$ cat src/rtl/camera_pkg.sv
// Shared types and constants for the camera capture path: default frame geometry,
// counter widths and the capture FSM state encoding.
package camera_pkg;

    localparam int H_ACTIVE_DEF = 640;
    localparam int V_ACTIVE_DEF = 480;
    localparam int COL_W        = 10;
    localparam int ROW_W        = 9;
    localparam int RGB565_W     = 16;

    typedef enum logic [1:0] {
        IDLE       = 2'd0,
        WAIT_FRAME = 2'd1,
        ACTIVE     = 2'd2
    } cap_state_e;

endpackage

$ cat src/rtl/cam_sync_edge.sv
// Two-flop synchroniser with a trailing delay flop; provides the synced level and
// single-cycle rise/fall pulses in the destination clock domain.
module cam_sync_edge (
    input  logic clk,
    input  logic rst_n,
    input  logic async_in,
    output logic level_s,
    output logic rise_s,
    output logic fall_s
);

    logic sync1_q;
    logic sync2_q;
    logic dly_q;

    // Synchroniser chain plus the delay stage used for edge detection
    always_ff @(posedge clk or negedge rst_n) begin
        if (!rst_n) begin
            sync1_q <= 1'b0;
            sync2_q <= 1'b0;
            dly_q   <= 1'b0;
        end else begin
            sync1_q <= async_in;
            sync2_q <= sync1_q;
            dly_q   <= sync2_q;
        end
    end

    assign level_s = sync2_q;
    assign rise_s  = sync2_q & ~dly_q;
    assign fall_s  = ~sync2_q & dly_q;

endmodule

$ cat src/rtl/camera_pixel_capture.sv
// Camera pin capture: synchronises PCLK/VSYNC/HREF/D into CLK and assembles byte
// pairs into RGB565 pixels with column/row coordinates and frame strobes.
module camera_pixel_capture
    import camera_pkg::*;
#(
    parameter int H_ACTIVE = H_ACTIVE_DEF,
    parameter int V_ACTIVE = V_ACTIVE_DEF
) (
    input  logic                CLK,
    input  logic                RESET_N,
    input  logic                START,
    input  logic                PCLK,
    input  logic                VSYNC,
    input  logic                HREF,
    input  logic [7:0]          D,
    output logic [RGB565_W-1:0] PIXEL_RGB565,
    output logic                PIXEL_VALID,
    output logic [COL_W-1:0]    PIXEL_COLUMN,
    output logic [ROW_W-1:0]    PIXEL_ROW,
    output logic                FRAME_START,
    output logic                FRAME_DONE,
    output logic                ERROR
);

    localparam logic [COL_W-1:0] H_MAX = COL_W'(H_ACTIVE);
    localparam logic [ROW_W-1:0] V_MAX = ROW_W'(V_ACTIVE);

    logic pclk_lvl_s, pclk_rise_s, pclk_fall_s;
    logic vsync_lvl_s, vsync_rise_s, vsync_fall_s;
    logic href_lvl_s, href_rise_s, href_fall_s;
    logic unused_edges_s;

    cam_sync_edge u_sync_pclk (
        .clk(CLK), .rst_n(RESET_N), .async_in(PCLK),
        .level_s(pclk_lvl_s), .rise_s(pclk_rise_s), .fall_s(pclk_fall_s)
    );
    cam_sync_edge u_sync_vsync (
        .clk(CLK), .rst_n(RESET_N), .async_in(VSYNC),
        .level_s(vsync_lvl_s), .rise_s(vsync_rise_s), .fall_s(vsync_fall_s)
    );
    cam_sync_edge u_sync_href (
        .clk(CLK), .rst_n(RESET_N), .async_in(HREF),
        .level_s(href_lvl_s), .rise_s(href_rise_s), .fall_s(href_fall_s)
    );

    assign unused_edges_s = ^{pclk_lvl_s, pclk_fall_s, vsync_lvl_s, href_rise_s};

    logic [7:0]          d_s1_q, d_s2_q;
    cap_state_e          state_q, state_d;
    logic [COL_W-1:0]    col_q, col_d;
    logic [ROW_W-1:0]    row_q, row_d;
    logic                phase_q, phase_d;
    logic [7:0]          hi_q, hi_d;
    logic [RGB565_W-1:0] pix_q, pix_d;
    logic [COL_W-1:0]    pcol_q, pcol_d;
    logic [ROW_W-1:0]    prow_q, prow_d;
    logic                valid_q, valid_d;
    logic                fstart_q, fstart_d;
    logic                fdone_q, fdone_d;
    logic                err_q, err_d;

    // Data byte pipeline, kept the same depth as the PCLK synchroniser
    always_ff @(posedge CLK or negedge RESET_N) begin
        if (!RESET_N) begin
            d_s1_q <= 8'h00;
            d_s2_q <= 8'h00;
        end else begin
            d_s1_q <= D;
            d_s2_q <= d_s1_q;
        end
    end

    // Capture FSM: next state, counters and registered output values
    always_comb begin
        state_d  = state_q;
        col_d    = col_q;
        row_d    = row_q;
        phase_d  = phase_q;
        hi_d     = hi_q;
        pix_d    = pix_q;
        pcol_d   = pcol_q;
        prow_d   = prow_q;
        valid_d  = 1'b0;
        fstart_d = 1'b0;
        fdone_d  = 1'b0;
        err_d    = err_q;

        if (!START) begin
            state_d = IDLE;
        end else begin
            case (state_q)
                IDLE: begin
                    state_d = WAIT_FRAME;
                end
                WAIT_FRAME: begin
                    // Only a VSYNC falling edge arms a frame, so a mid-frame START waits
                    if (vsync_fall_s) begin
                        state_d  = ACTIVE;
                        fstart_d = 1'b1;
                        col_d    = '0;
                        row_d    = '0;
                        phase_d  = 1'b0;
                        err_d    = 1'b0;
                    end else begin
                        state_d = WAIT_FRAME;
                    end
                end
                ACTIVE: begin
                    if (vsync_rise_s) begin
                        state_d = WAIT_FRAME;
                        fdone_d = 1'b1;
                        if (row_q != V_MAX) begin
                            err_d = 1'b1;
                        end else begin
                            err_d = err_q;
                        end
                    end else if (href_fall_s) begin
                        // A byte arriving with the line end is dropped
                        if (phase_q || (col_q != H_MAX)) begin
                            err_d = 1'b1;
                        end else begin
                            err_d = err_q;
                        end
                        if ((col_q != '0) && (row_q < V_MAX)) begin
                            row_d = row_q + ROW_W'(1);
                        end else begin
                            row_d = row_q;
                        end
                        col_d   = '0;
                        phase_d = 1'b0;
                    end else if (pclk_rise_s && href_lvl_s) begin
                        if (!phase_q) begin
                            hi_d    = d_s2_q;
                            phase_d = 1'b1;
                        end else begin
                            phase_d = 1'b0;
                            if ((col_q >= H_MAX) || (row_q >= V_MAX)) begin
                                err_d = 1'b1;
                            end else begin
                                pix_d   = {hi_q, d_s2_q};
                                pcol_d  = col_q;
                                prow_d  = row_q;
                                valid_d = 1'b1;
                                col_d   = col_q + COL_W'(1);
                            end
                        end
                    end else begin
                        state_d = ACTIVE;
                    end
                end
                default: begin
                    state_d = IDLE;
                end
            endcase
        end
    end

    // State and output registers
    always_ff @(posedge CLK or negedge RESET_N) begin
        if (!RESET_N) begin
            state_q  <= IDLE;
            col_q    <= '0;
            row_q    <= '0;
            phase_q  <= 1'b0;
            hi_q     <= 8'h00;
            pix_q    <= '0;
            pcol_q   <= '0;
            prow_q   <= '0;
            valid_q  <= 1'b0;
            fstart_q <= 1'b0;
            fdone_q  <= 1'b0;
            err_q    <= 1'b0;
        end else begin
            state_q  <= state_d;
            col_q    <= col_d;
            row_q    <= row_d;
            phase_q  <= phase_d;
            hi_q     <= hi_d;
            pix_q    <= pix_d;
            pcol_q   <= pcol_d;
            prow_q   <= prow_d;
            valid_q  <= valid_d;
            fstart_q <= fstart_d;
            fdone_q  <= fdone_d;
            err_q    <= err_d;
        end
    end

    assign PIXEL_RGB565 = pix_q;
    assign PIXEL_VALID  = valid_q;
    assign PIXEL_COLUMN = pcol_q;
    assign PIXEL_ROW    = prow_q;
    assign FRAME_START  = fstart_q;
    assign FRAME_DONE   = fdone_q;
    assign ERROR        = err_q;

endmodule

$ cat config.mk
export PLATFORM = sky130hd
export DESIGN_NAME = camera_pixel_capture
export DESIGN_NICKNAME = d
export VERILOG_FILES = /design/src/rtl/camera_pkg.sv /design/src/rtl/cam_sync_edge.sv /design/src/rtl/camera_pixel_capture.sv
export SDC_FILE = /design/constraint.sdc
export NUM_CORES = 1
export LEC_CHECK = 0
export ABC_AREA = 1
export CORE_MARGIN = 5
export CORE_UTILIZATION = 55
export CTS_BUF_LIST = sky130_fd_sc_hd__clkbuf_4 sky130_fd_sc_hd__clkbuf_8 sky130_fd_sc_hd__clkbuf_16
export DETAILED_ROUTE_END_ITERATION = 12
export MAX_ROUTING_LAYER = met4
export PLACE_DENSITY = 0.89
export SYNTH_ARGS = -nofsm -noshare
export SYNTH_HDL_FRONTEND = slang
export SYNTH_SLANG_ARGS = --single-unit
$ cat constraint.sdc
create_clock -name CLK -period 4.1 [get_ports CLK]
set_clock_uncertainty 0.2 [all_clocks]
set_input_delay 1.025 -clock CLK [delete_from_list [all_inputs] [get_ports CLK]]
set_output_delay 1.025 -clock CLK [all_outputs]
set_load 0.01 [all_outputs]
class_map.png
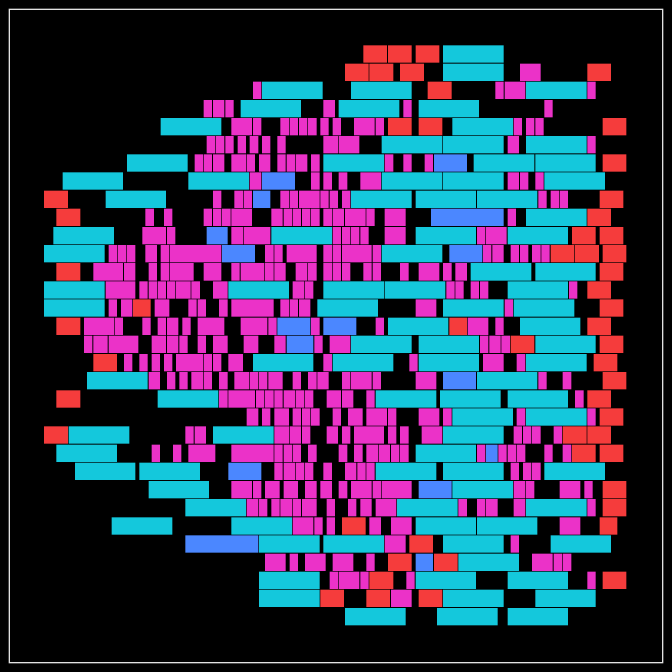
Red shows remaining buffers and delay cells, cells 54. Cyan shows registers, cells 94. Blue shows clock drivers and dummy loads, cells 16. Magenta shows remaining logic cells, cells 345.
final cell utilization of the core: 65.72%
fraction of standard cell area that is sequential: 47.05%
row count: 32
post-layout instance area: 5000 um^2

clock_nets.png
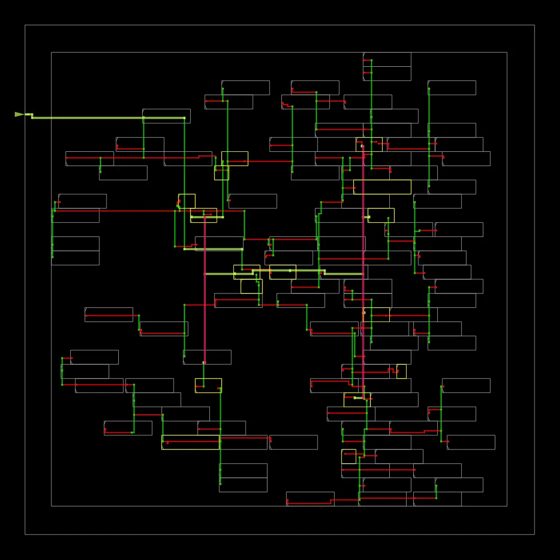
CTS buffer count: 9
sequential cell count: 94

gates.png
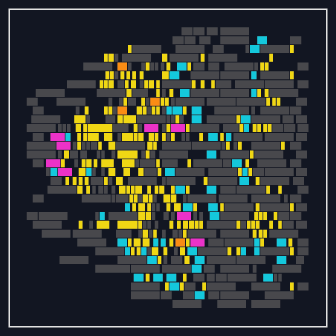
Orange shows xor and xnor cells, cells 4, most used xor2_1. Yellow shows nand cells, cells 195, most used nand2_1. Magenta shows fa/ha/maj cells, cells 8, most used ha_1. Cyan shows aoi and oai cells, cells 50, most used o21ai_2.

==> impl_metrics.tcl <==
# metrics dict for downstream scripts
set metrics [dict create \
    outcome "completed" \
    ys_async_sr_fraction_pct 100.0 \
    clkTransAtPathRegs_ns 0.09 \
    critPathCaptureType "flop" \
    timing_worst_setup_path_type "input port to flop" \
    synth.area.mux_share_pct 0 \
    detailed_routing_iteration_count_for_the_pre_antenna_repair_pass 5 \
    worst_setup_path_start_kind "input port" \
    floorplan.tapcells 102 \
    regToRegStartpoint "state_q[0]" \
    grt_util_all_layers_pct 18.64 \
    drc_errors 0 \
    post_route_ant_nets 0 \
    synthXorXnorAreaFrac_pct 0.8277 \
    die_width_um 97.73 \
    timing.critical_path.to "PIXEL_RGB565[4]" \
    nNonClkBuffers 54 \
    setup_violations 0 \
    top_logic_kind "simple AND/OR/NAND/NOR gates" \
    grt_first_pass_wirelength_um 14300 \
    synth_adder_area_share_pct 2.365 \
    cts_sinks 94 \
    p_leak_nw 2.403 \
    layout_top_cell_excl_fill_tap "sky130_fd_sc_hd__nand2_1" \
    switchingPower_mw 0.4196 \
    final_min_period_over_clock_period_pct 66.33 \
    swShare_pct 23.76 \
    share_comb_of_total_power_pct 6.6 \
    logic_depth_of_the_worst_path_buffers_included 7 \
    critical_path.max_stage_delay_ns 0.52 \
    mapped_cells 451 \
    dominantRegCellSynth "sky130_fd_sc_hd__dfrtp_1" \
    combAreaFraction_pct 31.66 \
    synth-simple-area-share_pct 25.42 \
    warning_count 31 \
    nMultiInputCombCells 297 \
    worst-path-max-fanout 35 \
    tritoncts "built" \
    hold_path_startpoint "d_s1_q[4]" \
    enable_flop_cells 0 \
    biggestCellCategory "registers" \
    r2r-end "PIXEL_RGB565[4]" \
    detailedPlacementHpwl_um 5857 \
    post-synth-top-area-fraction_pct 55.57 \
    cp_top_family "buffers and inverters" \
    antenna_found_initial 0 \
    synth_seq_share_pct 55.57 \
    nClkBuffers 10 \
    nNonClkInverters 48 \
    detailed_route_wl_um 8128 \
    number_of_cells_on_the_worst_hold_path 0 \
    final_layout_top_logic_cells "sky130_fd_sc_hd__nand2_1, sky130_fd_sc_hd__dfrtp_1, sky130_fd_sc_hd__clkdlybuf4s50_1, sky130_fd_sc_hd__inv_1, sky130_fd_sc_hd__o21ai_2" \
    clock_buffers_and_inverters_area_share_pct 4.479 \
    layout.cells.non_filler 611 \
    dpl.cell_count 595 \
    post-cts-setup-buffers 0 \
    initCoreUtil_pct 55.64 \
    ctsLongestPathBuffers 2 \
    cp-startpoint "START" \
    logic_area_um2 1583 \
    design.core.area_um2 7607 \
    final_layout_size_suffix_gt1_share_pct 15.52 \
    top_cells_by_count "sky130_fd_sc_hd__nand2_1, sky130_fd_sc_hd__dfrtp_1, sky130_fd_sc_hd__inv_1" \
    crit_top_cell "sky130_fd_sc_hd__nand2_1" \
    grt_start_max_net_pins 95 \
    timing.critical_path.slowest_stage_cell "sky130_fd_sc_hd__clkdlybuf4s50_1" \
    buf_share_pct 10.66 \
    clock_period_minus_final_worst_setup_slack_ns 2.719 \
    arrival_worst_endpoint_ns 2.76 \
    cts_htree_levels 3 \
    yosys_warnings 0 \
    clock-root-buffer "sky130_fd_sc_hd__clkbuf_8" \
    worst-r2r-cell-count 11 \
]
clock_wires.png
Scale bar: 20 um.
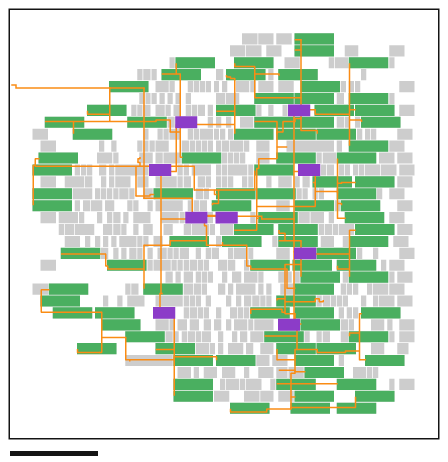
Orange shows clock wires, length 991 um. Green shows flip-flops, count 94. Purple shows clock-net drivers, count 9.
There are 10 routed clock nets.
clock latency reported for the late side of the worst-skew pair: 0.35 ns
power attributed to the clock group: 0.680 mW
clock network fraction of design power: 38.5%

ff_map.png
Other sequential cells in the stronger grey, the rest of the logic in the fainter grey.
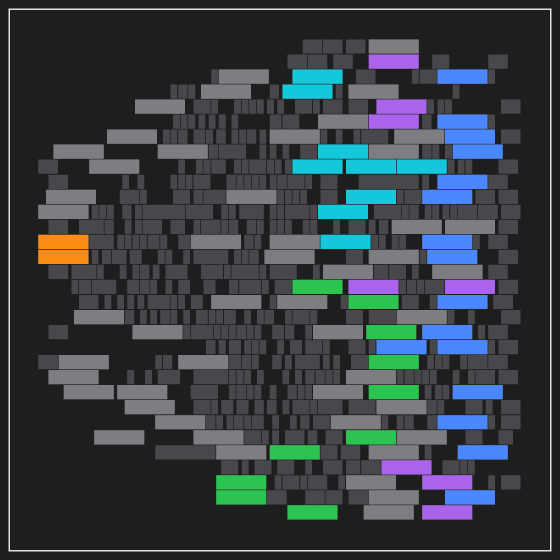
Blue shows PIXEL_RGB565, flops 16. Purple shows d_s2_q, flops 8. Cyan shows PIXEL_ROW, flops 9. Orange shows state_q, flops 2. Green shows PIXEL_COLUMN, flops 10.
Another 49 sequential cells are not coloured.
Seq power: 0.969 mW
combined flip-flop and latch cell area: 2352 um^2

## stage by stage
stage	total power [mW]	hold WS [ns]	area (um^2)	utilization, %	setup slack [ns]
after floorplan	1.052	0.1312	4233	-	1.994
after global placement	1.099	0.1325	4776	62.78	1.070
after detailed placement	1.105	0.1347	4776	62.78	1.001
after CTS	1.780	0.1560	5000	65.72	1.385
after global routing	1.843	0.1646	5000	65.72	1.249
final	1.766	0.1547	5000	65.72	1.381
## sequential cells by signal, summed over array words and instances, names as in the netlist, 2 cells and up
name and cells:
d_s2_q 8, d_s1_q 8, PIXEL_COLUMN 10, PIXEL_RGB565 16, row_q 9, PIXEL_ROW 9
hi_q 8, col_q 10, state_q 2
## layer usage
metal	routed length [um]	track usage, %
met2	4055	30.05
met5	0	-
met3	408	4.020
met4	76	5.644
met1	3588	23.80
Power and IR drop assume default switching activity.
